**src/rtl/dc_ipu_mul_unit_pkg.sv**
```systemverilog
// Shared constants and types for the IPU multiplication unit.
package dc_ipu_mul_unit_pkg;

  // Bit width of one carry-lookahead group inside the adder.
  localparam int CLA_GROUP_W = 4;

  // Sequencer states of the shift-add multiplier.
  typedef enum logic [1:0] {
    IDLE = 2'd0,
    CALC = 2'd1,
    DONE = 2'd2
  } mul_state_t;

endpackage

```
**src/rtl/dc_ipu_mul_unit_carry_lookahead_logic.sv**
```systemverilog
// 4-bit carry-lookahead block: produces every internal carry of one group
// directly from generate/propagate terms, so no carry ripples inside the group.
module dc_ipu_mul_unit_carry_lookahead_logic (
  input  logic [3:0] gen,
  input  logic [3:0] pro,
  input  logic       c_i,
  output logic [4:0] carry
);

  // Flattened lookahead equations; carry[4] is the group carry-out.
  always_comb begin
    carry[0] = c_i;
    carry[1] = gen[0] | (pro[0] & c_i);
    carry[2] = gen[1] | (pro[1] & gen[0]) | (pro[1] & pro[0] & c_i);
    carry[3] = gen[2] | (pro[2] & gen[1]) | (pro[2] & pro[1] & gen[0])
             | (pro[2] & pro[1] & pro[0] & c_i);
    carry[4] = gen[3] | (pro[3] & gen[2]) | (pro[3] & pro[2] & gen[1])
             | (pro[3] & pro[2] & pro[1] & gen[0])
             | (pro[3] & pro[2] & pro[1] & pro[0] & c_i);
  end

endmodule

```
**src/rtl/dc_ipu_mul_unit_cla_adder.sv**
```systemverilog
// WIDTH-bit adder built as a ripple of 4-bit carry-lookahead groups.
module dc_ipu_mul_unit_cla_adder
  import dc_ipu_mul_unit_pkg::*;
#(
  parameter int WIDTH = 8
) (
  input  logic [WIDTH-1:0] a,
  input  logic [WIDTH-1:0] b,
  input  logic             c_i,
  output logic [WIDTH-1:0] sum,
  output logic             c_o
);

  localparam int NUM_GROUPS = WIDTH / CLA_GROUP_W;

  // Carry entering each group; the last entry is the adder carry-out.
  logic [NUM_GROUPS:0] group_carry;

  assign group_carry[0] = c_i;
  assign c_o            = group_carry[NUM_GROUPS];

  generate
    for (genvar gi = 0; gi < NUM_GROUPS; gi++) begin : g_group
      logic [CLA_GROUP_W-1:0] gen;
      logic [CLA_GROUP_W-1:0] pro;
      logic [CLA_GROUP_W:0]   carry;

      assign gen = a[gi*CLA_GROUP_W +: CLA_GROUP_W] & b[gi*CLA_GROUP_W +: CLA_GROUP_W];
      assign pro = a[gi*CLA_GROUP_W +: CLA_GROUP_W] ^ b[gi*CLA_GROUP_W +: CLA_GROUP_W];

      dc_ipu_mul_unit_carry_lookahead_logic u_cla (
        .gen   (gen),
        .pro   (pro),
        .c_i   (group_carry[gi]),
        .carry (carry)
      );

      assign sum[gi*CLA_GROUP_W +: CLA_GROUP_W] = pro ^ carry[CLA_GROUP_W-1:0];
      assign group_carry[gi+1] = carry[CLA_GROUP_W];
    end
  endgenerate

endmodule

```
**src/rtl/dc_ipu_mul_unit_seq_multiplier.sv**
```systemverilog
// Iterative radix-2 shift-add unsigned multiplier (pixel x coefficient).
// One multiply in flight, WIDTH_B iterations, valid/ready on both sides.
module dc_ipu_mul_unit_seq_multiplier
  import dc_ipu_mul_unit_pkg::*;
#(
  parameter int WIDTH_A = 8,
  parameter int WIDTH_B = 8
) (
  input  logic                       clk,
  input  logic                       rst_n,
  input  logic                       in_valid,
  output logic                       in_ready,
  input  logic [WIDTH_A-1:0]         a,
  input  logic [WIDTH_B-1:0]         b,
  output logic                       out_valid,
  input  logic                       out_ready,
  output logic [WIDTH_A+WIDTH_B-1:0] product,
  output logic                       busy
);

  localparam int PW = WIDTH_A + WIDTH_B;
  localparam int CW = $clog2(WIDTH_B);

  generate
    if (WIDTH_A % CLA_GROUP_W != 0) begin : g_width_check
      $error("WIDTH_A must be a multiple of the CLA group width");
    end
  endgenerate

  mul_state_t         state_reg;
  mul_state_t         state_next;
  logic [WIDTH_A-1:0] a_reg;
  logic [WIDTH_B-1:0] b_reg;
  logic [PW-1:0]      acc_reg;
  logic [PW-1:0]      acc_next;
  logic [PW-1:0]      product_reg;
  logic [CW-1:0]      count_reg;
  logic [WIDTH_A-1:0] addend;
  logic [WIDTH_A-1:0] sum_lo;
  logic               sum_carry;
  logic               accept;
  logic               unload;
  logic               last_iter;

  assign accept    = in_valid && (state_reg == IDLE);
  assign unload    = out_ready && (state_reg == DONE);
  assign last_iter = (count_reg == CW'(WIDTH_B - 1));

  // Partial product is the whole multiplicand or nothing, picked by the LSB of the multiplier.
  assign addend = b_reg[0] ? a_reg : '0;

  dc_ipu_mul_unit_cla_adder #(
    .WIDTH (WIDTH_A)
  ) u_adder (
    .a   (acc_reg[PW-1:WIDTH_B]),
    .b   (addend),
    .c_i (1'b0),
    .sum (sum_lo),
    .c_o (sum_carry)
  );

  // Carry-out becomes the new MSB, so the shifted accumulator never loses it.
  assign acc_next = PW'({sum_carry, sum_lo, acc_reg[WIDTH_B-1:0]} >> 1);

  // State register.
  always_ff @(posedge clk or negedge rst_n) begin
    if (!rst_n) begin
      state_reg <= IDLE;
    end else begin
      state_reg <= state_next;
    end
  end

  // Next-state logic.
  always_comb begin
    state_next = state_reg;
    case (state_reg)
      IDLE:    if (accept)    state_next = CALC;
      CALC:    if (last_iter) state_next = DONE;
      DONE:    if (unload)    state_next = IDLE;
      default: state_next = IDLE;
    endcase
  end

  // Datapath: operands are captured only on accept, so idle inputs never reach the registers.
  always_ff @(posedge clk or negedge rst_n) begin
    if (!rst_n) begin
      a_reg       <= '0;
      b_reg       <= '0;
      acc_reg     <= '0;
      count_reg   <= '0;
      product_reg <= '0;
    end else begin
      if (accept) begin
        a_reg     <= a;
        b_reg     <= b;
        acc_reg   <= '0;
        count_reg <= '0;
      end else if (state_reg == CALC) begin
        acc_reg   <= acc_next;
        b_reg     <= b_reg >> 1;
        count_reg <= count_reg + 1'b1;
        if (last_iter) begin
          product_reg <= acc_next;
        end
      end
    end
  end

  assign in_ready  = (state_reg == IDLE);
  assign out_valid = (state_reg == DONE);
  assign busy      = (state_reg == CALC) || (state_reg == DONE);
  assign product   = product_reg;

endmodule

```
**config.mk**
```make
export PLATFORM = sky130hd
export DESIGN_NAME = dc_ipu_mul_unit_seq_multiplier
export DESIGN_NICKNAME = d
export VERILOG_FILES = /design/src/rtl/dc_ipu_mul_unit_pkg.sv /design/src/rtl/dc_ipu_mul_unit_carry_lookahead_logic.sv /design/src/rtl/dc_ipu_mul_unit_cla_adder.sv /design/src/rtl/dc_ipu_mul_unit_seq_multiplier.sv
export SDC_FILE = /design/constraint.sdc
export NUM_CORES = 1
export LEC_CHECK = 0
export CAP_MARGIN = 25
export CORE_UTILIZATION = 45
export CTS_BUF_LIST = sky130_fd_sc_hd__clkbuf_4 sky130_fd_sc_hd__clkbuf_8
export CTS_CLUSTER_SIZE = 30
export DETAILED_ROUTE_END_ITERATION = 16
export GPL_ROUTABILITY_DRIVEN = 0
export GPL_TIMING_DRIVEN = 0
export PLACE_DENSITY = 0.69
export SYNTH_ARGS = -nofsm -noshare
export SYNTH_HDL_FRONTEND = slang
export SYNTH_SLANG_ARGS = --single-unit
```
**constraint.sdc**
```tcl
create_clock -name clk -period 3.5 [get_ports clk]
set_input_delay 0.35 -clock clk [delete_from_list [all_inputs] [get_ports clk]]
set_output_delay 0.35 -clock clk [all_outputs]
set_load 0.01 [all_outputs]
```
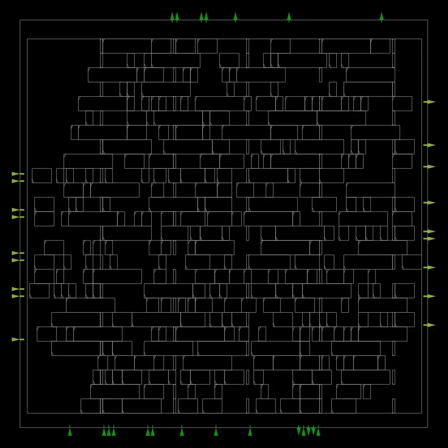
(images/placed.png)
non-filler instance count after layout: 375
sequential fraction of total cell area: 0.418
standard-cell rows: 26
flop count: 52
Final Core Density: 0.591

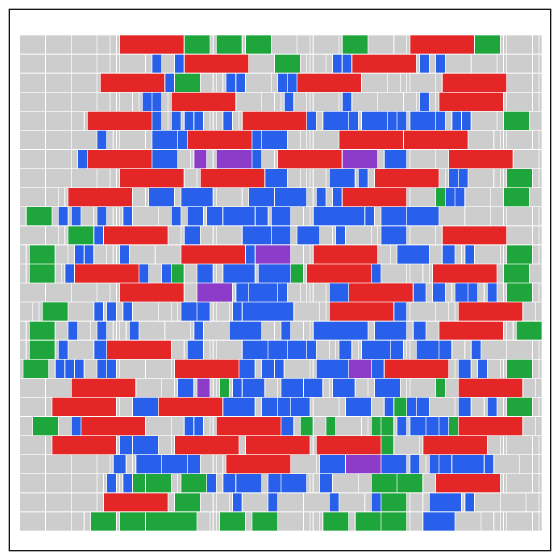
(images/class_map.png)
Fill, decap, tap and diode cells in grey.
remaining buffers and delay cells: in green, cells 52, share of their area 15%. remaining logic cells: in blue, cells 193, share of their area 39%. clock drivers and dummy loads: in purple, cells 8, share of their area 2.9%. registers: in red, cells 52, share of their area 43%.

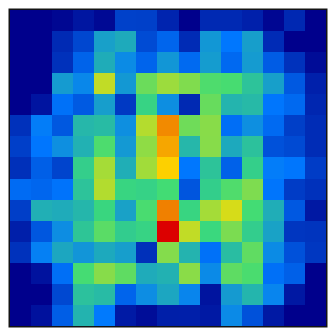
(images/route_heat.png)
The die is cut into 15 by 15 equal tiles; dark blue is low, red is high, scaled to the fullest tile. Values are wire area over tile area, all layers added.
17% of the tiles are over half the peak. 11% of the tiles are nearly empty. The emptiest ninth of the die: top left. The densest ninth of the die: middle. The mean over all tiles is 0.12. The fullest tile reaches 0.43.
Avg WL per Cell: 12.5 um
sum of routed wire length over all layers: 4710 um
total number of vias: 1,787

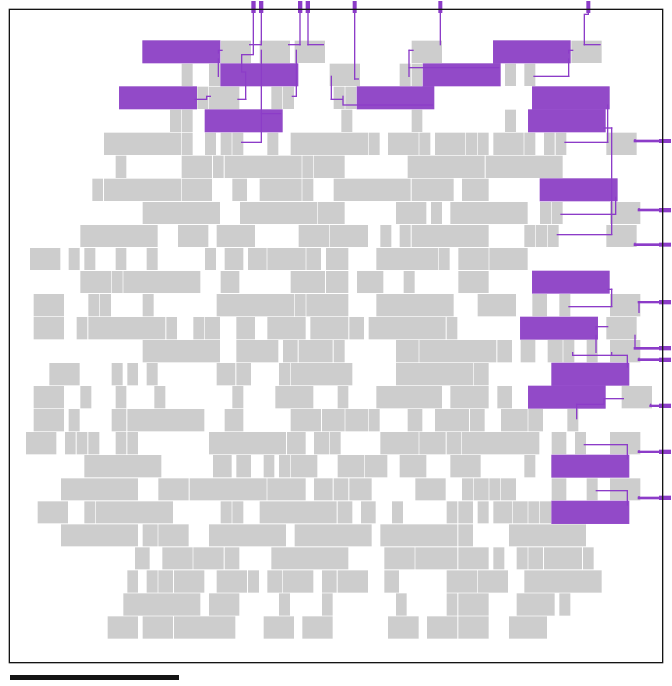
(images/port_trees.png)
The bar under the picture is 20 um long.
`product`: in purple, bits 16, direction output, end cells 16, wire 215 um.
quantity of I/O buffers inserted on ports: 38
I/O pin cnt: 39

[cell families (layout without fill, tap and decap cells)]
| logic type | after synthesis | in the layout | share of synthesized area |
|---|---|---|---|
| compound gates | 33 | 33 | 0.0845 |
| xor+xnor | 6 | 6 | 0.0208 |
| fa+ha+maj | 15 | 15 | 0.0800 |
| buf+inv | 21 | 69 | 0.0341 |
| flops | 52 | 52 | 0.514 |
| mux | 19 | 19 | 0.0751 |
| simple gates | 111 | 111 | 0.192 |
[path summary, 6_finish.rpt]
path	start	to	slack, ps
worst max register to register	b_reg[0]	acc_reg[12]	1040
max in group asynchronous	rst_n	acc_reg[5]	2510
min in group clk	product[7]	product[7]	480
worst max-delay path	b_reg[0]	acc_reg[12]	1040
worst min-delay path	rst_n	b_reg[4]	480
worst min register to register	product[7]	product[7]	480
[critical path: stages (launching register included)]
cell and delay (ps):
dfrtp_1 470, and2_1 200, ha_1 330, a21o_1 200, a211oi_2 370, fa_1 270, xor2_1 260, mux2i_1 110
and2_1 160
[cells in the mapped netlist, drive strengths merged]
cell    count
a21o        3
o21a        1
nor3        3
xnor2       4
nor3b       1
a21oi       6
inv         8
xor2        2
clkbuf      6
dfrtp      52
or4         1
a31oi       1
ha         13
a2111o      1
a222oi      1
and3        1
a211oi      2
o21ai      17
nand2      75
nor4b       1
mux2i      19
buf         6
nand3       4
o31ai       1
fa          2
nor2       15
and2        9
and4        1
clkinv      1
[stage by stage]
step | hold WS, ps | area (sq um) | setup slack, ps
2_1_floorplan | 54.4 | 2530 | 1340
3_3_place_gp | 453 | 3000 | 539
3_5_place_dp | 284 | 3020 | 1060
4_1_cts | 484 | 3110 | 1050
5_1_grt | 505 | 3110 | 906
6_report | 475 | 3110 | 1040
==> reports/qor_table.md <==
| Step | Parameter | Reported |
|:---|:---|:---|
| run status | Outcome | finished clean |
| global routing | Pin count of the biggest net entering global routing | 38 |
| yosys | Yosys chip area | 2530 sq um |
| floorplan | Area inside the core boundary | 5270 sq um |
| critical path | Crit path max fanout | 9 |
| finish | Total area of sequential cells | 1300 sq um |
| finish | Leading cell type in the layout, fill and taps excluded | nand2_1 |
| clock tree | Worst-case clock buffer depth | 2 |
| yosys | Top area contributor share | 0.514 |
| yosys | Area contributors post-synth | dfrtp_1 (51%), nand2_1 (11%), mux2i_1 (7.5%), ha_1 (6.4%), o21ai_0 (3.0%) |
| pwr | Internal power | 1.40 mW |
| critical path | Element type at the critical path start | flop |
| clock tree | Worst-skew pair later-pin latency | 310 ps |
| floorplan | Die span in y | 77.0 um |
| global routing | GR met3 Demand/Resource | 0.0321 |
| clock tree | CTS Hold Bufs | 1 |
| final timing | Number of failing hold endpoints at the final stage | 0 |
| clock tree | Number of clock sinks seen by CTS | 52 |
| pwr | Leakage | 1.53 nW |
| final timing | Minimum clock period after layout | 2460 ps |
| finish | Multi-In Gates | 184 |
| finish | Area fraction of clock buffers and clock inverters | 0.0281 |
| pwr | Relative contribution of sequential cells to total power | 0.403 |
| final timing | Final total negative setup slack | 0 ps |
| critical path | Required time worst endpoint | 3710 ps |
| global routing | Global Route met2 Usage | 0.273 |
| drt | Amount of wire on met2 after detailed routing | 2010 um |
| finish | Flip-flop count of the largest register, all copies and words added | 16 |
| pwr | Power consumed by sequential cells | 0.915 mW |
| yosys | Seq share, synth | 0.514 |
| pwr | Sw Pwr | 0.877 mW |
| clock tree | Post-CTS Repair Setup Buffers | 0 |
| placed design | Instance count after placement with tap cells included | 366 |
| global routing | Number of antenna violations at the first check in global routing | 0 |
| drt | Count of TritonRoute iterations in the first routing pass | 4 |
| finish | Filler Cells Inserted | 484 |
| drt | Highest metal layer used by the detailed router | met4 |
| drt | Number of vias per cell | 4.77 |
| yosys | Synthesized flop and latch total | 52 |
| finish | Largest cell class by area | registers |
| pwr | Clock-net power | 0.342 mW |
| finish | Growth of design area from synthesis to finish | 22.9% |
| finish | Ant. Diodes | 0 |
| yosys | Yosys cell count | 257 |
| yosys | Number of synthesis warnings | 0 |
| global routing | Routing usage on met1 | 0.250 |
| yosys | Most area-hungry cell type in the Yosys netlist | dfrtp_1 |
| yosys | Cell variety after synth | 32 |
| run | Number of maximum-capacitance violations | 0 |
| yosys | Post-synthesis instance area | 2530 sq um |
| global routing | Global-route congestion overflow total | 0 |
| pwr | Combinational cell power | 1.02 mW |
| finish | Share of cell area taken by multi-input logic gates | 0.368 |
| final timing | Setup repair after global routing missed its margin | false |
| critical path | Worst path arrival time | 2670 ps |
| floorplan | Overall die area | 5930 sq um |
| critical path | Class of the most critical setup path | flop to flop |
| clock tree | Clock-pin slew on the worst setup and hold paths | 90 ps |
| pwr | Net switching fraction of the power | 0.386 |
| yosys | Synthesized area per cell | 9.85 sq um |
| pwr | Overall power | 2.27 mW |
| finish | Buffers excl. clock | 52 |
| finish | Clock buffers | 5 |
| critical path | Sort of element at the end of the critical path | flop |
| clock tree | TritonCTS buffer count | 5 |
| drt | Tally of nets with antenna violations remaining after routing | 0 |
| pwr | Power per unit of standard cell area | 730 nW/um^2 |
| finish | Net total in the final layout | 339 |
| critical path | Depth of the worst register-to-register path | 8 |
| global routing | Vias in the first global route | 1,773 |
| pwr | Group drawing the most power | combinational cells |
| final timing | Period utilization | 0.703 |
| yosys | Floorplan net count | 292 |
| drt | Routed length on met1 | 2490 um |
| global routing | GRT Total Usage | 0.179 |
| final timing | Max-slew headroom | 0.574 |
| drt | DRC | 0 |
| final timing | Final setup vio count | 0 |
| final timing | Count of pins over their slew limit | 0 |
| pwr | Comb pwr share | 0.447 |
| finish | Layout cells sized above 1 | 0.0721 |
| finish | Non-clock buffering overhead in the final layout | 0.147 |
| clock tree | Root Driver | clkbuf_8 |
| drt | Met3 wirelength from detailed routing | 120 um |
Power figures rest on the tool's default switching activity, not on a simulated workload.
